<file path="src/rtl/mmio_uart_tx.sv">
// Memory-mapped 8N1 UART transmitter with a small TX FIFO, sitting beside `ram` on the data-memory port.
// Optional even-parity bit enabled by defining MMIO_UART_PARITY_EN.
module mmio_uart_tx #(
    parameter logic [29:0] BASE_WADDR  = 30'h0000_4000,
    parameter logic [15:0] DEFAULT_DIV = 16'd434,
    parameter int          FIFO_DEPTH  = 4
) (
    input  logic        clk,
    input  logic        rst,
    input  logic [29:0] r_addr,
    output logic [31:0] r_val,
    input  logic        w_enable,
    input  logic [29:0] w_addr,
    input  logic [31:0] w_val,
    input  logic [3:0]  w_byte_en,
    output logic        txd
);

    localparam int PW = $clog2(FIFO_DEPTH);
    localparam int CW = PW + 1;
    localparam logic [CW-1:0] FULL_CNT = CW'(FIFO_DEPTH);

`ifdef MMIO_UART_PARITY_EN
    typedef enum logic [2:0] {IDLE, START, DATA, PARITY, STOP} state_e;
    localparam logic PARITY_FLAG = 1'b1;
`else
    typedef enum logic [1:0] {IDLE, START, DATA, STOP} state_e;
    localparam logic PARITY_FLAG = 1'b0;
`endif

    state_e        state_q, state_d;
    logic [7:0]    data_q, data_d;
    logic [15:0]   bit_div_q, bit_div_d;
    logic [15:0]   baud_q, baud_d;
    logic [2:0]    bit_idx_q, bit_idx_d;
    logic          txd_q, txd_d;
    logic          frame_done;

    logic [7:0]    fifo_mem [FIFO_DEPTH];
    logic [PW-1:0] wr_ptr_q, rd_ptr_q;
    logic [CW-1:0] fifo_cnt_q;

    logic [15:0]   div_q;
    logic [31:0]   txcnt_q;
    logic          ovf_q;
    logic [31:0]   r_val_q, r_val_d;

    logic          w_hit, r_hit;
    logic [1:0]    w_off;
    logic          push_req, push, pop, full, empty, busy;
    logic          ovf_clr, cnt_clr;
    logic [15:0]   eff_div;
    logic          bit_done;
    logic          unused_ok;

    assign w_hit    = w_enable && (w_addr[29:2] == BASE_WADDR[29:2]);
    assign r_hit    = (r_addr[29:2] == BASE_WADDR[29:2]);
    assign w_off    = w_addr[1:0];

    assign full     = (fifo_cnt_q == FULL_CNT);
    assign empty    = (fifo_cnt_q == '0);
    assign busy     = (state_q != IDLE);

    // Full is judged before any same-cycle pop, so a push into a full FIFO is dropped.
    assign push_req = w_hit && (w_off == 2'd0) && w_byte_en[0];
    assign push     = push_req && !full;
    assign pop      = (state_q == IDLE) && !empty;

    assign ovf_clr  = w_hit && (w_off == 2'd1) && w_byte_en[0] && w_val[3];
    assign cnt_clr  = w_hit && (w_off == 2'd3);

    assign eff_div  = (div_q == 16'd0) ? 16'd1 : div_q;
    assign bit_done = (baud_q == bit_div_q - 16'd1);

    assign unused_ok = ^{w_val[31:16], w_byte_en[3:2]};

    always_ff @(posedge clk) begin
        if (push) begin
            fifo_mem[wr_ptr_q] <= w_val[7:0];
        end
    end

    always_ff @(posedge clk or posedge rst) begin
        if (rst) begin
            wr_ptr_q   <= '0;
            rd_ptr_q   <= '0;
            fifo_cnt_q <= '0;
        end else begin
            if (push) begin
                wr_ptr_q <= wr_ptr_q + 1'b1;
            end
            if (pop) begin
                rd_ptr_q <= rd_ptr_q + 1'b1;
            end
            if (push && !pop) begin
                fifo_cnt_q <= fifo_cnt_q + 1'b1;
            end else if (pop && !push) begin
                fifo_cnt_q <= fifo_cnt_q - 1'b1;
            end
        end
    end

    always_ff @(posedge clk or posedge rst) begin
        if (rst) begin
            ovf_q <= 1'b0;
        end else if (push_req && full) begin
            ovf_q <= 1'b1;
        end else if (ovf_clr) begin
            ovf_q <= 1'b0;
        end
    end

    always_ff @(posedge clk or posedge rst) begin
        if (rst) begin
            div_q <= DEFAULT_DIV;
        end else if (w_hit && (w_off == 2'd2)) begin
            if (w_byte_en[0]) begin
                div_q[7:0] <= w_val[7:0];
            end
            if (w_byte_en[1]) begin
                div_q[15:8] <= w_val[15:8];
            end
        end
    end

    // A clear landing on the same edge as a frame completion wins.
    always_ff @(posedge clk or posedge rst) begin
        if (rst) begin
            txcnt_q <= '0;
        end else if (cnt_clr) begin
            txcnt_q <= '0;
        end else if (frame_done) begin
            txcnt_q <= txcnt_q + 32'd1;
        end
    end

    always_comb begin
        r_val_d = 32'd0;
        if (r_hit) begin
            case (r_addr[1:0])
                2'd1:    r_val_d = {27'd0, PARITY_FLAG, ovf_q, full, empty, busy};
                2'd2:    r_val_d = {16'd0, div_q};
                2'd3:    r_val_d = txcnt_q;
                default: r_val_d = 32'd0;
            endcase
        end
    end

    always_ff @(posedge clk or posedge rst) begin
        if (rst) begin
            r_val_q <= '0;
        end else begin
            r_val_q <= r_val_d;
        end
    end

    always_ff @(posedge clk or posedge rst) begin
        if (rst) begin
            state_q   <= IDLE;
            data_q    <= '0;
            bit_div_q <= 16'd1;
            baud_q    <= '0;
            bit_idx_q <= '0;
            txd_q     <= 1'b1;
        end else begin
            state_q   <= state_d;
            data_q    <= data_d;
            bit_div_q <= bit_div_d;
            baud_q    <= baud_d;
            bit_idx_q <= bit_idx_d;
            txd_q     <= txd_d;
        end
    end

    // txd_d is the line level for the state being entered, so txd itself is a plain flop.
    always_comb begin
        state_d    = state_q;
        data_d     = data_q;
        bit_div_d  = bit_div_q;
        baud_d     = baud_q;
        bit_idx_d  = bit_idx_q;
        txd_d      = txd_q;
        frame_done = 1'b0;
        case (state_q)
            IDLE: begin
                txd_d = 1'b1;
                if (!empty) begin
                    data_d    = fifo_mem[rd_ptr_q];
                    bit_div_d = eff_div;
                    baud_d    = '0;
                    txd_d     = 1'b0;
                    state_d   = START;
                end
            end
            START: begin
                if (bit_done) begin
                    baud_d    = '0;
                    bit_idx_d = '0;
                    txd_d     = data_q[0];
                    state_d   = DATA;
                end else begin
                    baud_d = baud_q + 16'd1;
                end
            end
            DATA: begin
                if (bit_done) begin
                    baud_d = '0;
                    if (bit_idx_q == 3'd7) begin
`ifdef MMIO_UART_PARITY_EN
                        txd_d   = ^data_q;
                        state_d = PARITY;
`else
                        txd_d   = 1'b1;
                        state_d = STOP;
`endif
                    end else begin
                        bit_idx_d = bit_idx_q + 3'd1;
                        txd_d     = data_q[bit_idx_q + 3'd1];
                    end
                end else begin
                    baud_d = baud_q + 16'd1;
                end
            end
`ifdef MMIO_UART_PARITY_EN
            PARITY: begin
                if (bit_done) begin
                    baud_d  = '0;
                    txd_d   = 1'b1;
                    state_d = STOP;
                end else begin
                    baud_d = baud_q + 16'd1;
                end
            end
`endif
            STOP: begin
                if (bit_done) begin
                    baud_d     = '0;
                    txd_d      = 1'b1;
                    frame_done = 1'b1;
                    state_d    = IDLE;
                end else begin
                    baud_d = baud_q + 16'd1;
                end
            end
            default: begin
                txd_d   = 1'b1;
                state_d = IDLE;
            end
        endcase
    end

    assign r_val = r_val_q;
    assign txd   = txd_q;

endmodule
</file>
<file path="config.mk">
export PLATFORM = sky130hd
export DESIGN_NAME = mmio_uart_tx
export DESIGN_NICKNAME = d
export VERILOG_FILES = /design/src/rtl/mmio_uart_tx.sv
export SDC_FILE = /design/constraint.sdc
export NUM_CORES = 1
export LEC_CHECK = 0
export CORE_MARGIN = 2
export CORE_UTILIZATION = 57
export DETAILED_ROUTE_END_ITERATION = 16
export PLACE_DENSITY = 0.84
export SETUP_SLACK_MARGIN = 0.1
export SKIP_LAST_GASP = 1
export SLEW_MARGIN = 10
export SYNTH_ARGS = -nofsm -noshare
export SYNTH_HDL_FRONTEND = slang
export SYNTH_SLANG_ARGS = --single-unit
export TNS_END_PERCENT = 10
</file>
<file path="constraint.sdc">
create_clock -name clk -period 9.9 [get_ports clk]
set_input_delay 2.97 -clock clk [delete_from_list [all_inputs] [get_ports clk]]
set_output_delay 2.97 -clock clk [all_outputs]
set_load 0.02 [all_outputs]
</file>
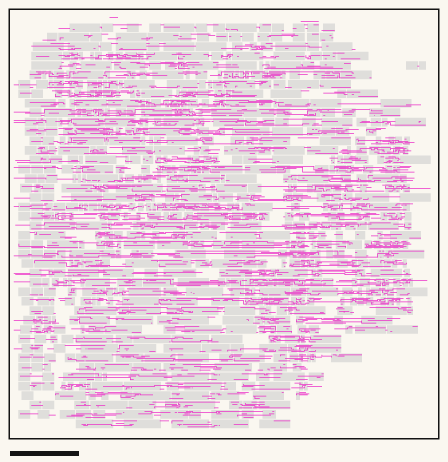
Fig. 1. The metal 1 layer.
Bar = 20 um. Cells faint in the background.
The layer carries 7630 um of wire. The longest straight run is 29.4 um. The wires run mostly horizontal. The layer holds 40% of the routed length. 820 nets have wire on it.

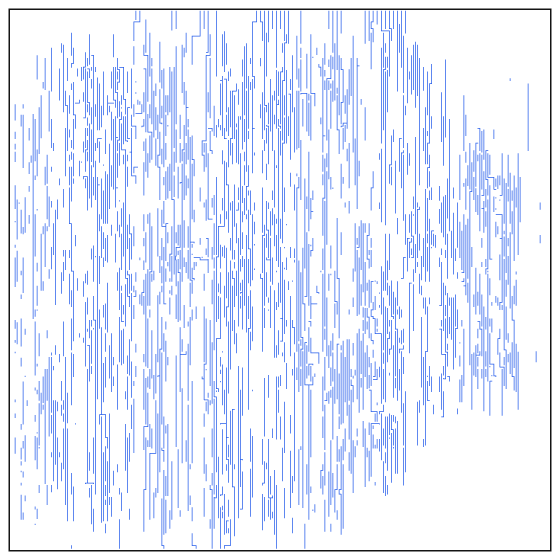
Fig. 2. The metal 2 layer.
The longest straight run is 50.7 um. 807 nets have wire on it. The layer holds 51% of the routed length.
DRT Wirelength: 19.0 mm
met2 Track Usage GR: 45.0%
routed via count: 6144

==> Changelog: implementation <==
### Changed

- Number of hold buffers added after CTS: 0
- Non-filler cells, final: 1006
- Class of the tightest hold or removal check: reg2reg
- Sort of element at the end of the critical path: register
- Period minus WS final: 5.88 ns
- Number of iterations in the first detailed-routing pass: 7
- CTS tree: yes
- Hold Vio Cnt, Final: 0
- Max_slew headroom: 22.4%
- Chip Width: 123 um
- Cell-by-cell trace of the critical path: clkdlybuf4s50_1 -> nor4b_1 -> nand4_1 -> nor2_1 -> and3b_1 -> nor3b_1 -> ha_1 -> inv_1 -> fa_1 -> xor2_1 -> nor2_1 -> xor2_1
- Leakage power figure: 4.15 nW
- Largest cells by area: dfrtp_1 39%, edfxtp_1 12%, mux2_2 6.2%
- Number of antenna violations at the first check in global routing: 0
- Final #Nets: 928
- Number of pins with negative max-slew slack in the final report: 0
- Status: complete, no violations
- Largest area contributor in the synthesized netlist: dfrtp_1
- Average via count per standard cell: 6.11
- Setup repair after global routing missed its margin: no
- Worst hold slack across all endpoints: 0.510 ns
- # Max-Cap Violations: 0
- Standard cell core area: 13900 sq um
- Tally of unique sky130hd cells used after synthesis: 71
- Clock Tree Root: clkbuf_16
- Last weighted congestion value of the routability-driven placer: 0.923
-- per-layer routing --
metal  vias to the layer above  global-route usage [%]  share of wire, %
li1                       2803                       -                 -
met1                      3067                    33.3                40
met2                       232                    45.0                51
met3                        42                    5.86               5.4
met4                         0                    10.6               2.9
met5                         -                       0                 0
-- synth_stat cells, drive strengths merged (10+ instances only) --
cell type and n:
mux4 10, edfxtp 32, dfrtp 127, mux2 45
xnor2 34, mux2i 14, nor4 22, and2 17
or4 13, nor3 21, buf 10, inv 23
o21ai 10, a21oi 27, or3 16, and3 10
nor2 60, xor2 11, nand4 16, ha 15
a31oi 12, clkbuf 21, nand2 41, nand3 24
-- worst paths after layout --
path                                   start            end  slack [ns]
worst max-delay path              w_addr[26]  fifo_cnt_q[2]        4.02
worst min-delay path               data_q[2]      data_q[2]        0.51
worst max register to register  bit_div_q[3]      baud_q[5]        5.67
worst min register to register     data_q[2]      data_q[2]        0.51
max in group asynchronous                rst      data_q[7]        5.47
min in group asynchronous                rst     baud_q[13]        3.12
-- placed cells by master, fill, tap and decap left out, drive strengths merged, types with 5 or more instances in the layout --
cell	count
a21oi	27
a22o	5
a31oi	12
and2	17
and3	10
clkbuf	20
clkdlybuf4s50	113
dfrtp	127
dfstp	7
edfxtp	32
ha	15
inv	28
mux2	45
mux2i	14
mux4	10
nand2	41
nand3	24
nand4	16
nor2	60
nor2b	5
nor3	21
nor3b	5
nor4	22
o211ai	5
o21ai	10
o31ai	8
or3	16
or4	13
xnor2	34
xor2	11
-- logic make-up (layout without fill, tap and decap cells) --
kind of cell | count (synthesis) | count (layout) | synth area share, %
buffers and inverters | 54 | 171 | 3.08
adder cells (fa/ha/maj) | 16 | 16 | 2.55
XOR/XNOR | 45 | 45 | 4.85
AND/OR/NAND/NOR | 265 | 265 | 17.6
multiplexers | 69 | 69 | 10.7
AND-OR/OR-AND | 94 | 94 | 7.99
flip-flops | 166 | 166 | 53.2
-- power breakdown --
group / total [mW] / internal, mW / switching [mW]
registers: 0.738 / 0.721 / 0.0173
logic: 0.124 / 0.0762 / 0.0477
clock network: 0.651 / 0.371 / 0.280
-- state kept, by name, summed over array words and instances, names as in the netlist --
signal      flops
wr_ptr_q        2
ovf_q           1
state_q         2
txcnt_q        32
bit_div_q      16
rd_ptr_q        2
fifo_mem       32
div_q          16
txd             1
r_val          32
data_q          8
bit_idx_q       3
baud_q         16
fifo_cnt_q      3
-- per-stage QoR --
| step | cell area [sq um] | utilization (%) | total power, mW | setup slack, ns |
|---|---|---|---|---|
| 4_1_cts | 9930 | 71.3 | 1.52 | 3.98 |
| 2_1_floorplan | 8130 | - | 0.817 | 3.36 |
| 5_1_grt | 9930 | 71.3 | 1.57 | 3.76 |
| 3_3_place_gp | 9350 | 67.1 | 0.867 | 3.70 |
| 3_5_place_dp | 9350 | 67.1 | 0.876 | 3.57 |
| 6_report | 9930 | 71.3 | 1.51 | 4.02 |
-- final cells by class --
| cell class | count | area [sq um] |
|---|---|---|
| tap | 180 | 225 |
| sequential | 166 | 4320 |
| clock inverter | 12 | 115 |
| fill | 918 | 4000 |
| timing repair buffer | 116 | 1150 |
| multi-input combinational | 489 | 3560 |
| clock buffer | 20 | 468 |
| inverter | 23 | 88.8 |
Power and IR drop assume default switching activity.
